==> config.mk <==
export PLATFORM = sky130hd
export DESIGN_NAME = ex_div_seq_flat
export DESIGN_NICKNAME = d
export VERILOG_FILES = /design/src/rtl/ex_div_seq_if.sv /design/src/rtl/ex_div_seq.sv /design/src/flat_wrapper.sv
export SDC_FILE = /design/constraint.sdc
export NUM_CORES = 1
export LEC_CHECK = 0
export ABC_AREA = 0
export CAP_MARGIN = 30
export CORE_ASPECT_RATIO = 0.9
export CORE_MARGIN = 2
export CORE_UTILIZATION = 60
export CTS_BUF_LIST = sky130_fd_sc_hd__clkbuf_2
export DETAILED_ROUTE_END_ITERATION = 10
export PLACE_DENSITY = 0.83
export SLEW_MARGIN = 25
export SYNTH_ARGS = -nofsm -noshare
export SYNTH_HDL_FRONTEND = slang
export SYNTH_SLANG_ARGS = --single-unit
==> constraint.sdc <==
create_clock -name clk -period 15.8 [get_ports clk]
set_input_delay 3.16 -clock clk [delete_from_list [all_inputs] [get_ports clk]]
set_output_delay 3.16 -clock clk [all_outputs]
set_load 0.02 [all_outputs]
==> src/rtl/ex_div_seq_if.sv <==
// Request/response bundle for the ex_div_seq sequential divider.
interface ex_div_seq_if #(
  parameter int XLEN  = 64,
  parameter int TAG_W = 5
);
  logic             iValid;
  logic             oReady;
  logic [1:0]       iOp;
  logic [XLEN-1:0]  iRs1;
  logic [XLEN-1:0]  iRs2;
  logic [TAG_W-1:0] iTag;
  logic             iFlush;
  logic             oValid;
  logic             iReady;
  logic [XLEN-1:0]  oResult;
  logic [TAG_W-1:0] oTag;
  logic             oBusy;

  modport master (
    output iValid, iOp, iRs1, iRs2, iTag, iFlush, iReady,
    input  oReady, oValid, oResult, oTag, oBusy
  );

  modport slave (
    input  iValid, iOp, iRs1, iRs2, iTag, iFlush, iReady,
    output oReady, oValid, oResult, oTag, oBusy
  );
endinterface

==> src/rtl/ex_div_seq.sv <==
// Restoring shift-subtract divider: DIV/DIVU/REM/REMU, XLEN iterations per op.
// Optional EX_DIV_EARLY_OUT_EN finishes |dividend| < |divisor| in one cycle.
module ex_div_seq #(
  parameter int XLEN  = 64,
  parameter int TAG_W = 5
) (
  input logic        clk,
  input logic        rst,
  ex_div_seq_if.slave bus
);
  localparam int CNT_W = $clog2(XLEN);
  localparam logic [1:0] ST_IDLE = 2'b00;
  localparam logic [1:0] ST_CALC = 2'b01;
  localparam logic [1:0] ST_DONE = 2'b10;

  function automatic logic [XLEN-1:0] neg2c(input logic [XLEN-1:0] x);
    return ~x + {{(XLEN-1){1'b0}}, 1'b1};
  endfunction

  logic [1:0]       state_r;
  logic [CNT_W-1:0] cnt_r;
  logic [XLEN-1:0]  rem_r;
  logic [XLEN-1:0]  quo_r;
  logic [XLEN-1:0]  dvs_r;
  logic [XLEN-1:0]  result_r;
  logic [TAG_W-1:0] tag_r;
  logic [1:0]       op_r;
  logic             sign1_r;
  logic             sign2_r;

  logic             op_signed_s;
  logic             rs1_neg_s;
  logic             rs2_neg_s;
  logic [XLEN-1:0]  mag1_s;
  logic [XLEN-1:0]  mag2_s;
  logic             div0_s;
  logic             ovf_s;
  logic             early_s;
  logic             fast_s;
  logic [XLEN-1:0]  fast_result_s;

  logic [XLEN:0]    rem_shift_s;
  logic             ge_s;
  logic [XLEN-1:0]  rem_sub_s;
  logic [XLEN-1:0]  rem_next_s;
  logic [XLEN-1:0]  quo_next_s;
  logic [XLEN-1:0]  final_s;

  // Sign bits are only meaningful for DIV/REM; unsigned ops see them as zero.
  assign op_signed_s = ~bus.iOp[0];
  assign rs1_neg_s   = op_signed_s & bus.iRs1[XLEN-1];
  assign rs2_neg_s   = op_signed_s & bus.iRs2[XLEN-1];
  assign mag1_s      = rs1_neg_s ? neg2c(bus.iRs1) : bus.iRs1;
  assign mag2_s      = rs2_neg_s ? neg2c(bus.iRs2) : bus.iRs2;
  assign div0_s      = (bus.iRs2 == {XLEN{1'b0}});
  assign ovf_s       = op_signed_s & (bus.iRs1 == {1'b1, {(XLEN-1){1'b0}}})
                                   & (bus.iRs2 == {XLEN{1'b1}});
`ifdef EX_DIV_EARLY_OUT_EN
  assign early_s     = ~div0_s & (mag1_s < mag2_s);
`else
  assign early_s     = 1'b0;
`endif
  assign fast_s      = div0_s | ovf_s | early_s;

  // One-cycle result for the cases that bypass the iteration.
  always_comb begin
    fast_result_s = {XLEN{1'b0}};
    if (div0_s) begin
      fast_result_s = bus.iOp[1] ? bus.iRs1 : {XLEN{1'b1}};
    end else if (ovf_s) begin
      fast_result_s = bus.iOp[1] ? {XLEN{1'b0}} : bus.iRs1;
    end else begin
      fast_result_s = bus.iOp[1] ? bus.iRs1 : {XLEN{1'b0}};
    end
  end

  // One restoring step; the partial remainder never exceeds the divisor,
  // so the subtraction fits in XLEN bits whenever it is taken.
  assign rem_shift_s = {rem_r, quo_r[XLEN-1]};
  assign ge_s        = (rem_shift_s >= {1'b0, dvs_r});
  assign rem_sub_s   = rem_shift_s[XLEN-1:0] - dvs_r;
  assign rem_next_s  = ge_s ? rem_sub_s : rem_shift_s[XLEN-1:0];
  assign quo_next_s  = {quo_r[XLEN-2:0], ge_s};

  // Sign fix-up applied to the last step's outputs as DONE is entered.
  always_comb begin
    final_s = {XLEN{1'b0}};
    if (op_r[1]) begin
      final_s = sign1_r ? neg2c(rem_next_s) : rem_next_s;
    end else begin
      final_s = (sign1_r ^ sign2_r) ? neg2c(quo_next_s) : quo_next_s;
    end
  end

  // Control FSM and datapath registers: rst, then flush, then normal flow.
  always_ff @(posedge clk) begin
    if (rst) begin
      state_r  <= ST_IDLE;
      cnt_r    <= {CNT_W{1'b0}};
      rem_r    <= {XLEN{1'b0}};
      quo_r    <= {XLEN{1'b0}};
      dvs_r    <= {XLEN{1'b0}};
      result_r <= {XLEN{1'b0}};
      tag_r    <= {TAG_W{1'b0}};
      op_r     <= 2'b00;
      sign1_r  <= 1'b0;
      sign2_r  <= 1'b0;
    end else if (bus.iFlush) begin
      state_r <= ST_IDLE;
    end else begin
      case (state_r)
        ST_IDLE: begin
          if (bus.iValid) begin
            op_r    <= bus.iOp;
            tag_r   <= bus.iTag;
            sign1_r <= rs1_neg_s;
            sign2_r <= rs2_neg_s;
            dvs_r   <= mag2_s;
            quo_r   <= mag1_s;
            rem_r   <= {XLEN{1'b0}};
            if (fast_s) begin
              result_r <= fast_result_s;
              state_r  <= ST_DONE;
            end else begin
              cnt_r   <= CNT_W'(XLEN - 1);
              state_r <= ST_CALC;
            end
          end else begin
            state_r <= ST_IDLE;
          end
        end
        ST_CALC: begin
          rem_r <= rem_next_s;
          quo_r <= quo_next_s;
          if (cnt_r == {CNT_W{1'b0}}) begin
            result_r <= final_s;
            state_r  <= ST_DONE;
          end else begin
            cnt_r <= cnt_r - CNT_W'(1);
          end
        end
        ST_DONE: begin
          if (bus.iReady) begin
            state_r <= ST_IDLE;
          end else begin
            state_r <= ST_DONE;
          end
        end
        default: state_r <= ST_IDLE;
      endcase
    end
  end

  assign bus.oReady  = (state_r == ST_IDLE) & ~bus.iFlush;
  assign bus.oValid  = (state_r == ST_DONE);
  assign bus.oBusy   = (state_r != ST_IDLE);
  assign bus.oResult = result_r;
  assign bus.oTag    = tag_r;
endmodule

==> src/flat_wrapper.sv <==
// flat-port wrapper written by rule: the top's interface ports become plain ports
module ex_div_seq_flat 
#(
  parameter int XLEN  = 64,
  parameter int TAG_W = 5
)
  (clk, rst, bus_iValid, bus_iOp, bus_iRs1, bus_iRs2, bus_iTag, bus_iFlush, bus_iReady, bus_oReady, bus_oValid, bus_oResult, bus_oTag, bus_oBusy);
  ex_div_seq_if #(.XLEN(XLEN), .TAG_W(TAG_W)) bus_i ();
  input logic clk;
  input logic rst;
  input wire logic [$bits(bus_i.iValid)-1:0] bus_iValid;
  input wire logic [$bits(bus_i.iOp)-1:0] bus_iOp;
  input wire logic [$bits(bus_i.iRs1)-1:0] bus_iRs1;
  input wire logic [$bits(bus_i.iRs2)-1:0] bus_iRs2;
  input wire logic [$bits(bus_i.iTag)-1:0] bus_iTag;
  input wire logic [$bits(bus_i.iFlush)-1:0] bus_iFlush;
  input wire logic [$bits(bus_i.iReady)-1:0] bus_iReady;
  output wire logic [$bits(bus_i.oReady)-1:0] bus_oReady;
  output wire logic [$bits(bus_i.oValid)-1:0] bus_oValid;
  output wire logic [$bits(bus_i.oResult)-1:0] bus_oResult;
  output wire logic [$bits(bus_i.oTag)-1:0] bus_oTag;
  output wire logic [$bits(bus_i.oBusy)-1:0] bus_oBusy;
  assign bus_i.iValid = bus_iValid;
  assign bus_i.iOp = bus_iOp;
  assign bus_i.iRs1 = bus_iRs1;
  assign bus_i.iRs2 = bus_iRs2;
  assign bus_i.iTag = bus_iTag;
  assign bus_i.iFlush = bus_iFlush;
  assign bus_i.iReady = bus_iReady;
  assign bus_oReady = bus_i.oReady;
  assign bus_oValid = bus_i.oValid;
  assign bus_oResult = bus_i.oResult;
  assign bus_oTag = bus_i.oTag;
  assign bus_oBusy = bus_i.oBusy;
  ex_div_seq #(.XLEN(XLEN), .TAG_W(TAG_W)) u_core (.clk(clk), .rst(rst), .bus(bus_i));
endmodule
### A small window of the routed layout

Region (136, 120) to (186, 170) um. Cells in grey, sequential cells in the stronger grey; small squares are vias.
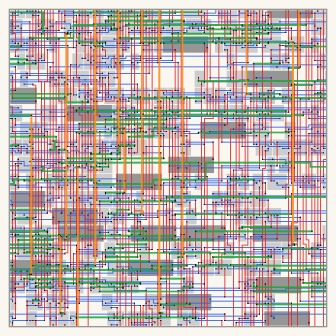
M1: marked blue. M4: marked orange. M3: marked green. M2: marked red.
Sequential cells in the window: 18. 213 logic cells have their middle in the window. Netlist names of flops here include u_core.bus.oResult (11), u_core.quo_r (7). Most frequent: a21oi_1 (32), nor2_1 (30).

==> results.json <==
{
  "synth_area_per_cell_um2": 7.01,
  "power_frac_seq": 0.407,
  "port_buffers": 211,
  "dpl.hpwl_mm": 67.5,
  "cts_buffers": 75,
  "grt_pass1_wl_mm": 139,
  "hp-class": "register to register",
  "final_hold_viol_count": 0,
  "grt_pass1_vias": 25700,
  "synth_cell_types": 119,
  "cts_tree": "built",
  "power_leakage_nw": 9.98,
  "finalSetupViolCount": 0,
  "crit_top_cell": "clkdlybuf4s50_1",
  "cap_violations": 0,
  "die_y_um": 194,
  "slew_headroom": 0.259,
  "grt_max_degree": 104,
  "dpl-instance-area_um2": 25900,
  "yosysChipArea_um2": 24000,
  "vias_per_cell": 6.78,
  "edf_count": 0,
  "path_cells": "clkdlybuf4s50_1, nor2_1, clkdlybuf4s50_1",
  "ys_top_cells_by_count": "nor2_1 (490), a21oi_1 (406), nand2_1 (322)",
  "worstSkewPairLatency_ns": 1.08,
  "power.density_nw_per_um2": 68.6,
  "cts-root-buf": "clkbuf_2",
  "worst-setup-path-type": "input port to primary output",
  "cts-resized-gates": 0,
  "grt_antenna_before_repair": 3,
  "fin_nets": 3717,
  "final-comb-area_um2": 17100,
  "dp_cells": 3959,
  "fin_util": 0.674,
  "internal_power_w": 0.00109,
  "fp_util": 0.607,
  "cts.sinks": 272,
  "slowest_stage": "clkdlybuf4s50_1",
  "dieArea_um2": 41500,
  "synth_nets": 3630,
  "postSynthCellCount": 3418,
  "peakVddDrop_mv": 0.0560,
  "yosysCellCount": 3418,
  "fin_crit_sh": 0.490,
  "clk_pin_slew_ns": 0.11,
  "ctsHoldBuffers": 0,
  "fillers": 3632,
  "clock_skew_ns": 0.0868,
  "ff_type": "dfxtp_1",
  "critPathCaptureType": "primary output",
  "register_area_um2": 5450,
  "fp.dieW_um": 215,
  "synth_area_um2": 24000,
  "ys_ff": 272,
  "top_cells_by_area": "dfxtp_1 (23%), a21oi_1 (8.5%), nor2_1 (7.7%)",
  "drt_pass1_iterations": 7,
  "core_area_um2": 39500,
  "syn_to_final_growth_pct": 11.0,
  "min_period_ns": 7.74,
  "cp_max_fo": 7,
  "required_ns": 12.64,
  "stdcell_count": 4092,
  "status": "finished clean",
  "synth.most_common_cell": "nor2_1",
  "first_iter_violations": 4047,
  "grtUsageTotal": 0.416,
  "ant_nets": 0,
  "combPwrFrac": 0.306,
  "wire_per_inst_um": 22.1,
  "grt_overflow_total": 0,
  "synth-seq-area-share": 0.227,
  "critPathArrivalTime_ns": 4.58,
  "cts_post_setup_buffers_inserted": 0,
  "drc_errors": 0,
  "clkPwrFrac": 0.287,
  "synth_warnings": 0,
  "tns_ns": 0,
  "worst_slew_pin_slew_ns": 1.11,
  "startpoint_type": "input port",
  "fin_hold_ws_ns": 0.457,
  "warning_count": 31,
  "synth.top_cell.area_share": 0.227,
  "drive_gt1_frac": 0.0652,
  "p_sw_frac": 0.400,
  "finalInstanceArea_um2": 26600,
  "p_switching_w": 0.000730,
  "yosys.area.top_type": "dfxtp_1",
  "htree_levels": 3,
  "rows": 69,
  "max_freq_mhz": 129,
  "final_max_slew_viol_count": 0,
  "slowest_delay_ns": 0.63,
  "ioPinCount": 212,
  "gp_congestion": 1.05,
  "ctsLongestPathBuffers": 3,
  "grt_setup_unrepaired": "false",
  "async_flop_share": 0
}
### Signal wires on met4

(1.5 px per um) Supply wires on this layer in grey. Cells faint in the background.
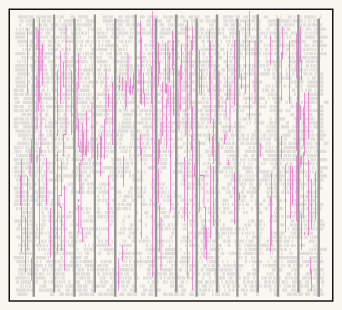
The layer holds 5.4% of the routed length. 139 nets have wire on it. The wires run mostly vertical. The layer carries 4,890 um of wire.
Routed WL: 90.5 mm
Vias: 27.7k

==> power by group through the flow <==
| stage | Clock, W | Combinational, W | Sequential (W) |
|---|---|---|---|
| floorplan | 0 | 0.000361 | 0.000751 |
| global placement | 0 | 0.000525 | 0.000755 |
| detailed placement | 0 | 0.000536 | 0.000757 |
| CTS | 0.000525 | 0.000539 | 0.000741 |
| global route | 0.000566 | 0.000599 | 0.000745 |
| finish | 0.000523 | 0.000559 | 0.000742 |
==> kinds of logic (layout without fill, tap and decap cells) <==
| kind of cell | Yosys count | in the layout | share of synthesized area |
|---|---|---|---|
| simple gates | 1331 | 1331 | 0.264 |
| compound gates | 1111 | 1111 | 0.299 |
| buf+inv | 340 | 479 | 0.0628 |
| flops | 272 | 272 | 0.227 |
| xor+xnor | 262 | 262 | 0.0958 |
| fa+ha+maj | 72 | 72 | 0.0379 |
| mux | 30 | 30 | 0.0128 |
| other cells | 0 | 3 | 0 |
==> per-stage QoR <==
| stage | power (W) | setup WS, ns |
|---|---|---|
| after CTS | 0.00181 | 8.05 |
| after detailed placement | 0.00129 | 7.28 |
| final | 0.00182 | 8.06 |
| after global placement | 0.00128 | 7.48 |
| after floorplan | 0.00111 | 9.16 |
| after global routing | 0.00191 | 7.98 |
==> sequential cells by signal (all words and copies together) (netlist names) <==
signal	cells
u_core.bus.oResult	64
u_core.bus.oTag	5
u_core.cnt_r	6
u_core.dvs_r	64
u_core.op_r	1
u_core.quo_r	64
u_core.rem_r	64
u_core.sign1_r	1
u_core.sign2_r	1
u_core.state_r	2
==> area by class of cell <==
class | count | share of cell area
antenna | 3 | 0.000282
clock buffer | 99 | 0.0186
clock inverter | 30 | 0.00550
inverter | 109 | 0.0154
multi-input combinational | 2806 | 0.642
sequential | 272 | 0.205
tap | 532 | 0.0250
timing repair buffer | 241 | 0.0884
==> worst max-delay path: cells and delay by family <==
| kind | cells | cell delay (ns) |
|---|---|---|
| buf+inv | 2 | 1.21 |
| simple gates | 1 | 0.22 |
==> routing by layer <==
metal,GRT usage,share of wire
met1,0.552,0.40
met2,0.630,0.43
met3,0.0958,0.11
met4,0.216,0.054
met5,0,0.00012
==> placed cells by master, fill, tap and decap left out, types with 24 or more instances in the layout <==
cell type,n
nand2_1,320
xor2_1,122
a21o_1,24
a211oi_1,141
xnor2_1,138
dfxtp_1,270
nor4_1,51
inv_1,107
mux2i_1,25
clkbuf_2,99
clkdlybuf4s50_1,210
a21oi_1,405
or3_1,65
or4_1,28
ha_1,71
o31ai_1,52
a31oi_1,26
buf_4,27
nand4_1,69
nand3_1,53
a22oi_1,42
nor2_1,488
o21ai_0,183
nor3_1,110
==> path summary, 6_finish.rpt <==
kind,start,endpoint,slack (ns),cells past startpoint
setup / recovery,bus_iFlush,bus_oReady,8.06,3
hold / removal,u_core.bus.oResult[52],u_core.bus.oResult[52],0.46,2
setup reg to reg,u_core.rem_r[1],u_core.bus.oResult[63],8.53,16
hold reg to reg,u_core.bus.oResult[52],u_core.bus.oResult[52],0.46,2
Power and IR drop assume default switching activity.
